## src/rtl/noc_node_tx_pkg.sv

```systemverilog
// Shared NoC configuration: mesh size, packet layout and timestamp width.
// Also holds the injection-port FSM state encoding.
package noc_node_tx_pkg;

    localparam int X_NODES  = 4;
    localparam int Y_NODES  = 4;
    localparam int NODES    = X_NODES * Y_NODES;
    localparam int PORTS    = 5;
    localparam int ADDR_W   = $clog2(NODES);
    localparam int TS_WIDTH = 32;
    localparam int DATA_W   = 32;

    typedef struct packed {
        logic [DATA_W-1:0]   data;
        logic [ADDR_W-1:0]   source;
        logic [ADDR_W-1:0]   dest;
        logic [TS_WIDTH-1:0] timestamp;
        logic                valid;
    } packet_t;

    typedef enum logic [1:0] {
        ST_EMPTY,
        ST_READY,
        ST_BLOCKED,
        ST_STALLED
    } tx_state_e;

endpackage

```

## src/rtl/noc_tx_fifo.sv

```systemverilog
// Synchronous packet FIFO with registered full/nearly-full flags.
// Head is read straight from storage, so a pushed entry is visible one cycle later.
module noc_tx_fifo
    import noc_node_tx_pkg::*;
#(
    parameter int DEPTH = 4
) (
    input  logic    clk,
    input  logic    reset_n,
    input  logic    i_push,
    input  packet_t i_data,
    input  logic    i_pop,
    output packet_t o_head,
    output logic    o_full,
    output logic    o_nearly_full,
    output logic    o_empty,
    output logic    o_empty_next
);

    localparam int AW = $clog2(DEPTH);
    localparam logic [AW:0] FULL_C = (AW + 1)'(DEPTH);
    localparam logic [AW:0] NF_C   = (AW + 1)'(DEPTH - 1);

    packet_t       r_mem [DEPTH];
    logic [AW-1:0] r_wr_ptr;
    logic [AW-1:0] r_rd_ptr;
    logic [AW:0]   r_count;
    logic          r_full;
    logic          r_nearly_full;

    logic          w_push;
    logic          w_pop;
    logic [AW:0]   w_count_next;

    assign w_push = i_push && !r_full;
    assign w_pop  = i_pop && (r_count != '0);

    // NOTE: every signal written in always_comb gets a default first, so no path can infer a latch.
    always_comb begin
        w_count_next = r_count;
        if (w_push && !w_pop) begin
            w_count_next = r_count + 1'b1;
        end else if (!w_push && w_pop) begin
            w_count_next = r_count - 1'b1;
        end
    end

    // NOTE: sequential state uses non-blocking assignments so all registers update from pre-edge values.
    always_ff @(posedge clk) begin
        if (!reset_n) begin
            r_wr_ptr      <= '0;
            r_rd_ptr      <= '0;
            r_count       <= '0;
            r_full        <= 1'b0;
            r_nearly_full <= 1'b0;
        end else begin
            if (w_push) r_wr_ptr <= r_wr_ptr + 1'b1;
            if (w_pop)  r_rd_ptr <= r_rd_ptr + 1'b1;
            r_count       <= w_count_next;
            r_full        <= (w_count_next == FULL_C);
            r_nearly_full <= (w_count_next >= NF_C);
        end
    end

    // NOTE: storage is not reset; the cleared pointers alone decide which entries are live.
    always_ff @(posedge clk) begin
        if (w_push) r_mem[r_wr_ptr] <= i_data;
    end

    assign o_head        = r_mem[r_rd_ptr];
    assign o_full        = r_full;
    assign o_nearly_full = r_nearly_full;
    assign o_empty       = (r_count == '0);
    assign o_empty_next  = (w_count_next == '0);

endmodule

```

## src/rtl/noc_node_tx.sv

```systemverilog
// Per-node injection port: queues source packets, stamps source ID and injection
// time, and offers them to the network only while its enable is high.
module noc_node_tx
    import noc_node_tx_pkg::*;
#(
    parameter int NODE_ID     = 0,
    parameter int DEPTH       = 4,
    parameter int TS_W        = 32,
    parameter int CNT_W       = 32,
    parameter int STALL_LIMIT = 16
) (
    input  logic             clk,
    input  logic             reset_n,
    input  packet_t          i_pkt,
    output logic             o_full,
    output logic             o_nearly_full,
    output packet_t          o_data,
    output logic             o_data_val,
    input  logic             i_en,
    output logic [CNT_W-1:0] o_sent_count,
    output logic             o_stalled
);

    localparam int SC_W = $clog2(STALL_LIMIT + 1);
    localparam logic [SC_W-1:0]   STALL_MAX = SC_W'(STALL_LIMIT);
    localparam logic [ADDR_W-1:0] SRC_ID    = ADDR_W'(NODE_ID);

    logic [TS_W-1:0]  r_cycle;
    logic [CNT_W-1:0] r_sent;
    logic [SC_W-1:0]  r_stall_cnt;
    tx_state_e        r_state;

    tx_state_e        w_state_next;
    logic [SC_W-1:0]  w_stall_next;
    packet_t          w_stamped;
    packet_t          w_head;
    logic             w_push;
    logic             w_xfer;
    logic             w_empty;
    logic             w_empty_next;
    logic             w_full;
    logic             w_nearly_full;

    assign w_push = i_pkt.valid && !w_full;

    always_comb begin
        w_stamped           = i_pkt;
        w_stamped.source    = SRC_ID;
        w_stamped.timestamp = r_cycle;
    end

    noc_tx_fifo #(
        .DEPTH (DEPTH)
    ) u_fifo (
        .clk           (clk),
        .reset_n       (reset_n),
        .i_push        (w_push),
        .i_data        (w_stamped),
        .i_pop         (w_xfer),
        .o_head        (w_head),
        .o_full        (w_full),
        .o_nearly_full (w_nearly_full),
        .o_empty       (w_empty),
        .o_empty_next  (w_empty_next)
    );

    // Gated by reset so a head caught mid-transfer is discarded rather than sent.
    assign w_xfer = reset_n && !w_empty && i_en;

    always_comb begin
        w_stall_next = r_stall_cnt;
        if (w_xfer || w_empty) begin
            w_stall_next = '0;
        end else if (!i_en && (r_stall_cnt < STALL_MAX)) begin
            w_stall_next = r_stall_cnt + 1'b1;
        end
    end

    always_comb begin
        w_state_next = r_state;
        case (r_state)
            ST_EMPTY: begin
                if (w_push) w_state_next = i_en ? ST_READY : ST_BLOCKED;
            end
            ST_READY, ST_BLOCKED: begin
                if (w_empty_next)                    w_state_next = ST_EMPTY;
                else if (w_stall_next >= STALL_MAX)  w_state_next = ST_STALLED;
                else                                 w_state_next = i_en ? ST_READY : ST_BLOCKED;
            end
            ST_STALLED: begin
                if (w_xfer) w_state_next = w_empty_next ? ST_EMPTY : ST_READY;
            end
            default: w_state_next = ST_EMPTY;
        endcase
    end

    always_ff @(posedge clk) begin
        if (!reset_n) begin
            r_cycle     <= '0;
            r_sent      <= '0;
            r_stall_cnt <= '0;
            r_state     <= ST_EMPTY;
        end else begin
            r_cycle     <= r_cycle + 1'b1;
            r_stall_cnt <= w_stall_next;
            r_state     <= w_state_next;
            if (w_xfer) r_sent <= r_sent + 1'b1;
        end
    end

    always_comb begin
        o_data       = w_head;
        o_data.valid = w_xfer;
    end

    assign o_data_val    = w_xfer;
    assign o_full        = w_full;
    assign o_nearly_full = w_nearly_full;
    assign o_sent_count  = r_sent;
    assign o_stalled     = (r_state == ST_STALLED);

endmodule

```

## config.mk

```make
export PLATFORM = sky130hd
export DESIGN_NAME = noc_node_tx
export DESIGN_NICKNAME = d
export VERILOG_FILES = /design/src/rtl/noc_node_tx_pkg.sv /design/src/rtl/noc_tx_fifo.sv /design/src/rtl/noc_node_tx.sv
export SDC_FILE = /design/constraint.sdc
export NUM_CORES = 1
export LEC_CHECK = 0
export CORE_ASPECT_RATIO = 1.4
export CORE_MARGIN = 4
export CORE_UTILIZATION = 40
export DETAILED_ROUTE_END_ITERATION = 12
export GPL_TIMING_DRIVEN = 1
export SYNTH_ARGS = -nofsm -noshare
export SYNTH_HDL_FRONTEND = slang
export SYNTH_SLANG_ARGS = --single-unit
```

## constraint.sdc

```tcl
create_clock -name clk -period 5 [get_ports clk]
set_clock_uncertainty 0.1 [all_clocks]
set_input_delay 0.75 -clock clk [delete_from_list [all_inputs] [get_ports clk]]
set_output_delay 0.75 -clock clk [all_outputs]
set_load 0.02 [all_outputs]
```

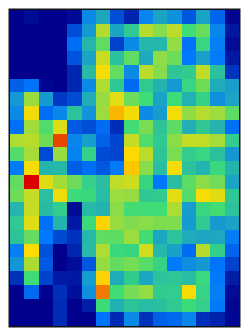
*Wiring heat map*
The die is cut into 16 by 23 equal tiles; dark blue is low, red is high, scaled to the fullest tile. Values are wire area over tile area, all layers added.
The mean over all tiles is 0.11. The emptiest ninth of the die: north-west. 10% of the tiles are nearly empty. 31% of the tiles are over half the peak.

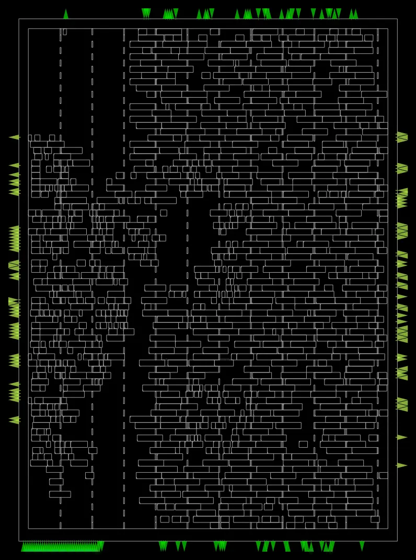
*Cell outlines without signal wires*
number of cell rows: 80
flip-flop and latch count: 354

==> flow_results.xml <==
<?xml version="1.0" encoding="UTF-8"?>
<metrics>
  <group name="cts">
    <metric name="post-cts-setup-buffers" unit="">0</metric>
    <metric name="cts_hold_buf" unit="">0</metric>
    <metric name="clock-sinks" unit="">354</metric>
    <metric name="clock-root-buffer" unit="">sky130_fd_sc_hd__clkbuf_16</metric>
    <metric name="cts_max_level" unit="">2</metric>
    <metric name="cts-root-to-sink-buffers" unit="">3</metric>
    <metric name="cts.reportedPaths.clkPinSlew" unit="ps">60</metric>
    <metric name="clk_latency" unit="ps">520</metric>
  </group>
  <group name="critical_path">
    <metric name="cpLargestDelayFamily" unit="">buffers and inverters</metric>
    <metric name="slowest_delay" unit="ps">640</metric>
    <metric name="path_buffers" unit="">4</metric>
    <metric name="kind_of_start_point_of_the_critical_path" unit="">flip-flop</metric>
    <metric name="r2r-end" unit="">r_state[1]$_SDFFE_PN0P_</metric>
    <metric name="cp_num_cells" unit="">7</metric>
    <metric name="cp_common_cell" unit="">sky130_fd_sc_hd__ha_1</metric>
    <metric name="maximum_fanout_count_along_the_critical_path" unit="">15</metric>
    <metric name="worst-setup-path-type" unit="">flip-flop to output port</metric>
    <metric name="arrival_time_of_data_at_the_critical_path_endpoint" unit="ps">2750</metric>
    <metric name="r2r_slack" unit="ps">2290</metric>
    <metric name="worst_r2r_path_depth" unit="">10</metric>
    <metric name="worstPathRequired" unit="ps">4150</metric>
    <metric name="slowest_stage" unit="">sky130_fd_sc_hd__clkdlybuf4s50_1</metric>
    <metric name="worstPathCellList" unit="">inv_1 &gt; ha_1 &gt; ha_1 &gt; nand3b_2 &gt; buf_4 &gt; inv_2 &gt; clkdlybuf4s50_1</metric>
    <metric name="cp-startpoint" unit="">u_fifo.r_count[0]$_SDFF_PN0_</metric>
  </group>
  <group name="route">
    <metric name="totalWireLength" unit="µm">25700</metric>
    <metric name="dr_wl_met3" unit="µm">1220</metric>
    <metric name="routed-wl-met2" unit="µm">13200</metric>
    <metric name="num_vias" unit="">7099</metric>
    <metric name="drtAntennaViolNets" unit="">0</metric>
    <metric name="route.detailed.vias_per_inst" unit="">4.96</metric>
    <metric name="post_drt_wl_per_cell" unit="µm">18.0</metric>
    <metric name="drt_first_iter_violations" unit="">301</metric>
    <metric name="detail_route.drc_violations" unit="">0</metric>
    <metric name="drtPass1Iterations" unit="">4</metric>
    <metric name="met1Wirelength" unit="µm">10700</metric>
  </group>
  <group name="logic_synthesis">
    <metric name="synth-edff-count" unit="">272</metric>
    <metric name="simple_gate_area_share" unit="%">9.13</metric>
    <metric name="ys_sh_mux" unit="%">11.4</metric>
    <metric name="ys_async_sr_fraction" unit="%">0</metric>
    <metric name="ys_seq_share" unit="%">71.4</metric>
    <metric name="synth.most_common_cell" unit="">sky130_fd_sc_hd__edfxtp_1</metric>
    <metric name="postSynthAreaPerCell" unit="µm²">17.4</metric>
    <metric name="yosys.area_share.adder" unit="%">1.18</metric>
    <metric name="postSynthCellCount" unit="">790</metric>
    <metric name="synth_cell_type_count" unit="">48</metric>
    <metric name="top_area_cell" unit="">sky130_fd_sc_hd__edfxtp_1</metric>
    <metric name="synth.cells.most_frequent" unit="">sky130_fd_sc_hd__edfxtp_1, sky130_fd_sc_hd__dfxtp_1, sky130_fd_sc_hd__and2_1, sky130_fd_sc_hd__mux4_2, sky130_fd_sc_hd__xnor2_1</metric>
    <metric name="ys_sh_aoi" unit="%">0.910</metric>
    <metric name="numSynthFlops" unit="">354</metric>
    <metric name="yosys-stat-cells" unit="">790</metric>
    <metric name="synth-warning-count" unit="">0</metric>
    <metric name="topCombFamilyByArea" unit="">multiplexers</metric>
    <metric name="synth.area.top_cells" unit="">sky130_fd_sc_hd__edfxtp_1, sky130_fd_sc_hd__dfxtp_1, sky130_fd_sc_hd__mux4_2</metric>
    <metric name="xor_share" unit="%">4.33</metric>
    <metric name="synth_chip_area" unit="µm²">13700</metric>
    <metric name="top_cell_area_share" unit="%">59.4</metric>
  </group>
  <group name="layout">
    <metric name="num-nonclk-buffers" unit="">160</metric>
    <metric name="n_fill_cell" unit="">2903</metric>
    <metric name="largest_cell_class" unit="">sequential cells</metric>
    <metric name="largest_register_ffs" unit="">272</metric>
    <metric name="stdcell_count" unit="">1431</metric>
    <metric name="mi_logic_area" unit="µm²">3740</metric>
    <metric name="fraction_of_final_layout_cells_sized_beyond_drive_strength_1" unit="%">16.4</metric>
    <metric name="nNetsFinal" unit="">1043</metric>
    <metric name="buffer_area_share" unit="%">9.27</metric>
    <metric name="area.share.combinational" unit="%">22.1</metric>
    <metric name="finished_cell_area" unit="µm²">16900</metric>
    <metric name="multi_input_combinational_cell_count" unit="">390</metric>
    <metric name="register_area" unit="µm²">9820</metric>
    <metric name="regMostFlops" unit="">u_fifo.r_mem</metric>
    <metric name="seq_share" unit="%">58.0</metric>
    <metric name="clock_tree_area_fraction" unit="%">7.05</metric>
    <metric name="nClkBuffers" unit="">47</metric>
  </group>
  <group name="power_and_ir_drop">
    <metric name="netSwitchingFraction" unit="%">22.9</metric>
    <metric name="power_per_cell_area" unit="nW/µm²">405</metric>
    <metric name="total_power" unit="mW">6.86</metric>
    <metric name="intPower" unit="mW">5.29</metric>
    <metric name="p_comb" unit="mW">0.831</metric>
    <metric name="power_sequential" unit="mW">3.36</metric>
    <metric name="clk-power" unit="mW">2.68</metric>
    <metric name="power.clock.fraction" unit="%">39.0</metric>
    <metric name="comb_power_share" unit="%">12.1</metric>
    <metric name="worst_ir_drop_on_vdd" unit="µV">217</metric>
    <metric name="seq_power_share" unit="%">48.9</metric>
  </group>
  <group name="placement">
    <metric name="detailedPlacementHpwl" unit="µm">15200</metric>
    <metric name="place.gp.congestion" unit="">0.705</metric>
    <metric name="place.detailed.instances" unit="">1367</metric>
    <metric name="post-place-ws" unit="ps">1570</metric>
    <metric name="placed_cell_area" unit="µm²">15700</metric>
    <metric name="place.port_buffers" unit="">144</metric>
  </group>
  <group name="timing">
    <metric name="final.hold.worst_slack" unit="ps">403</metric>
    <metric name="worst_slew_pin_slew" unit="ps">1000</metric>
    <metric name="fin_crit" unit="ps">3600</metric>
    <metric name="setup_viol" unit="">0</metric>
    <metric name="worst_slack" unit="ps">1400</metric>
    <metric name="final.period_utilization" unit="%">72.0</metric>
    <metric name="rsz0062_at_grt" unit="">false</metric>
    <metric name="fmaxAchievable" unit="MHz">278</metric>
    <metric name="setup_total_negative_slack" unit="ps">0</metric>
    <metric name="final_tally_of_max_slew_violations" unit="">0</metric>
  </group>
  <group name="run">
    <metric name="cap_violations" unit="">0</metric>
    <metric name="stage_log_warnings" unit="">68</metric>
  </group>
  <group name="die">
    <metric name="taps" unit="">451</metric>
    <metric name="io-pin-count" unit="">185</metric>
    <metric name="core" unit="µm²">34000</metric>
    <metric name="die_x" unit="µm">165</metric>
    <metric name="die-height" unit="µm">227</metric>
    <metric name="die_outline_area" unit="µm²">37400</metric>
    <metric name="initial_utilization" unit="%">40.4</metric>
  </group>
  <group name="worst_hold_path">
    <metric name="min_delay_path_depth" unit="">2</metric>
    <metric name="min-delay-path-class" unit="">flip-flop to flip-flop</metric>
    <metric name="worst_min_delay_path_endpoint" unit="">u_fifo.r_wr_ptr[1]$_SDFFE_PN0P_</metric>
    <metric name="hp-start" unit="">u_fifo.r_wr_ptr[1]$_SDFFE_PN0P_</metric>
  </group>
  <group name="grt">
    <metric name="grt_overflow_total" unit="">0</metric>
    <metric name="maximum_number_of_pins_on_one_net_before_global_route_repair" unit="">80</metric>
    <metric name="antenna_found_initial" unit="">0</metric>
    <metric name="gr-usage-met3" unit="%">2.77</metric>
    <metric name="globalRouteMet1Util" unit="%">17.3</metric>
    <metric name="grt_first_pass_wirelength" unit="µm">40500</metric>
    <metric name="globalRouteTotalUtil" unit="%">13.7</metric>
    <metric name="number_of_global_route_vias_before_repair" unit="">7423</metric>
  </group>
  <group name="run_status">
    <metric name="run_status" unit="">finished, final reports clean</metric>
  </group>
</metrics>
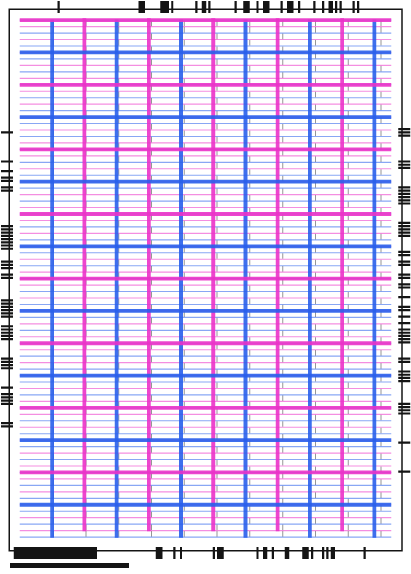
*Floorplan with the power grid*
Scale bar: 50 µm. Pins as bars on the die edge. Tap cells in grey.
Key: VSS = blue; VDD = magenta
11 straps on met4. 451 tap cells. 185 signal pins sit on the boundary. 81 met1 rails follow the rows. The core has 80 rows.

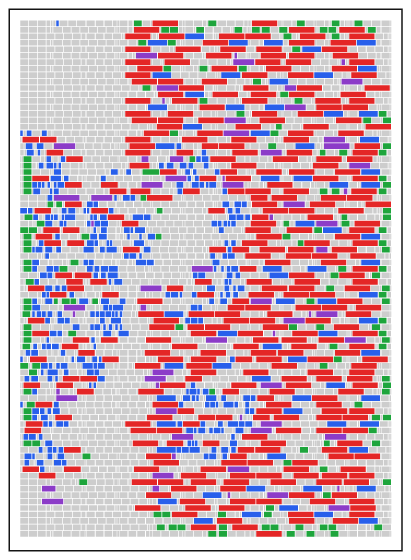
*Placement by cell class*
Fill, decap, tap and diode cells in grey.
Key: other buffers and delay cells = green [cells 160]; flip-flops = red [cells 354]; clock drivers and dummy loads = purple [cells 64]; all other logic = blue [cells 402]

-- cell usage in the layout (no fill, tap or decap), drive strengths merged, types with 6 or more instances in the layout --
| master | instances |
|---|---|
| and2 | 70 |
| and3 | 8 |
| and4 | 7 |
| buf | 17 |
| clkbuf | 47 |
| clkdlybuf4s50 | 143 |
| clkinv | 13 |
| dfxtp | 82 |
| edfxtp | 272 |
| ha | 13 |
| inv | 12 |
| mux4 | 68 |
| nand2 | 30 |
| nand3 | 31 |
| nand4 | 23 |
| nor2 | 14 |
| nor2b | 7 |
| nor4 | 6 |
| xnor2 | 53 |
| xor2 | 15 |
Power is estimated from default activity; no workload was simulated.
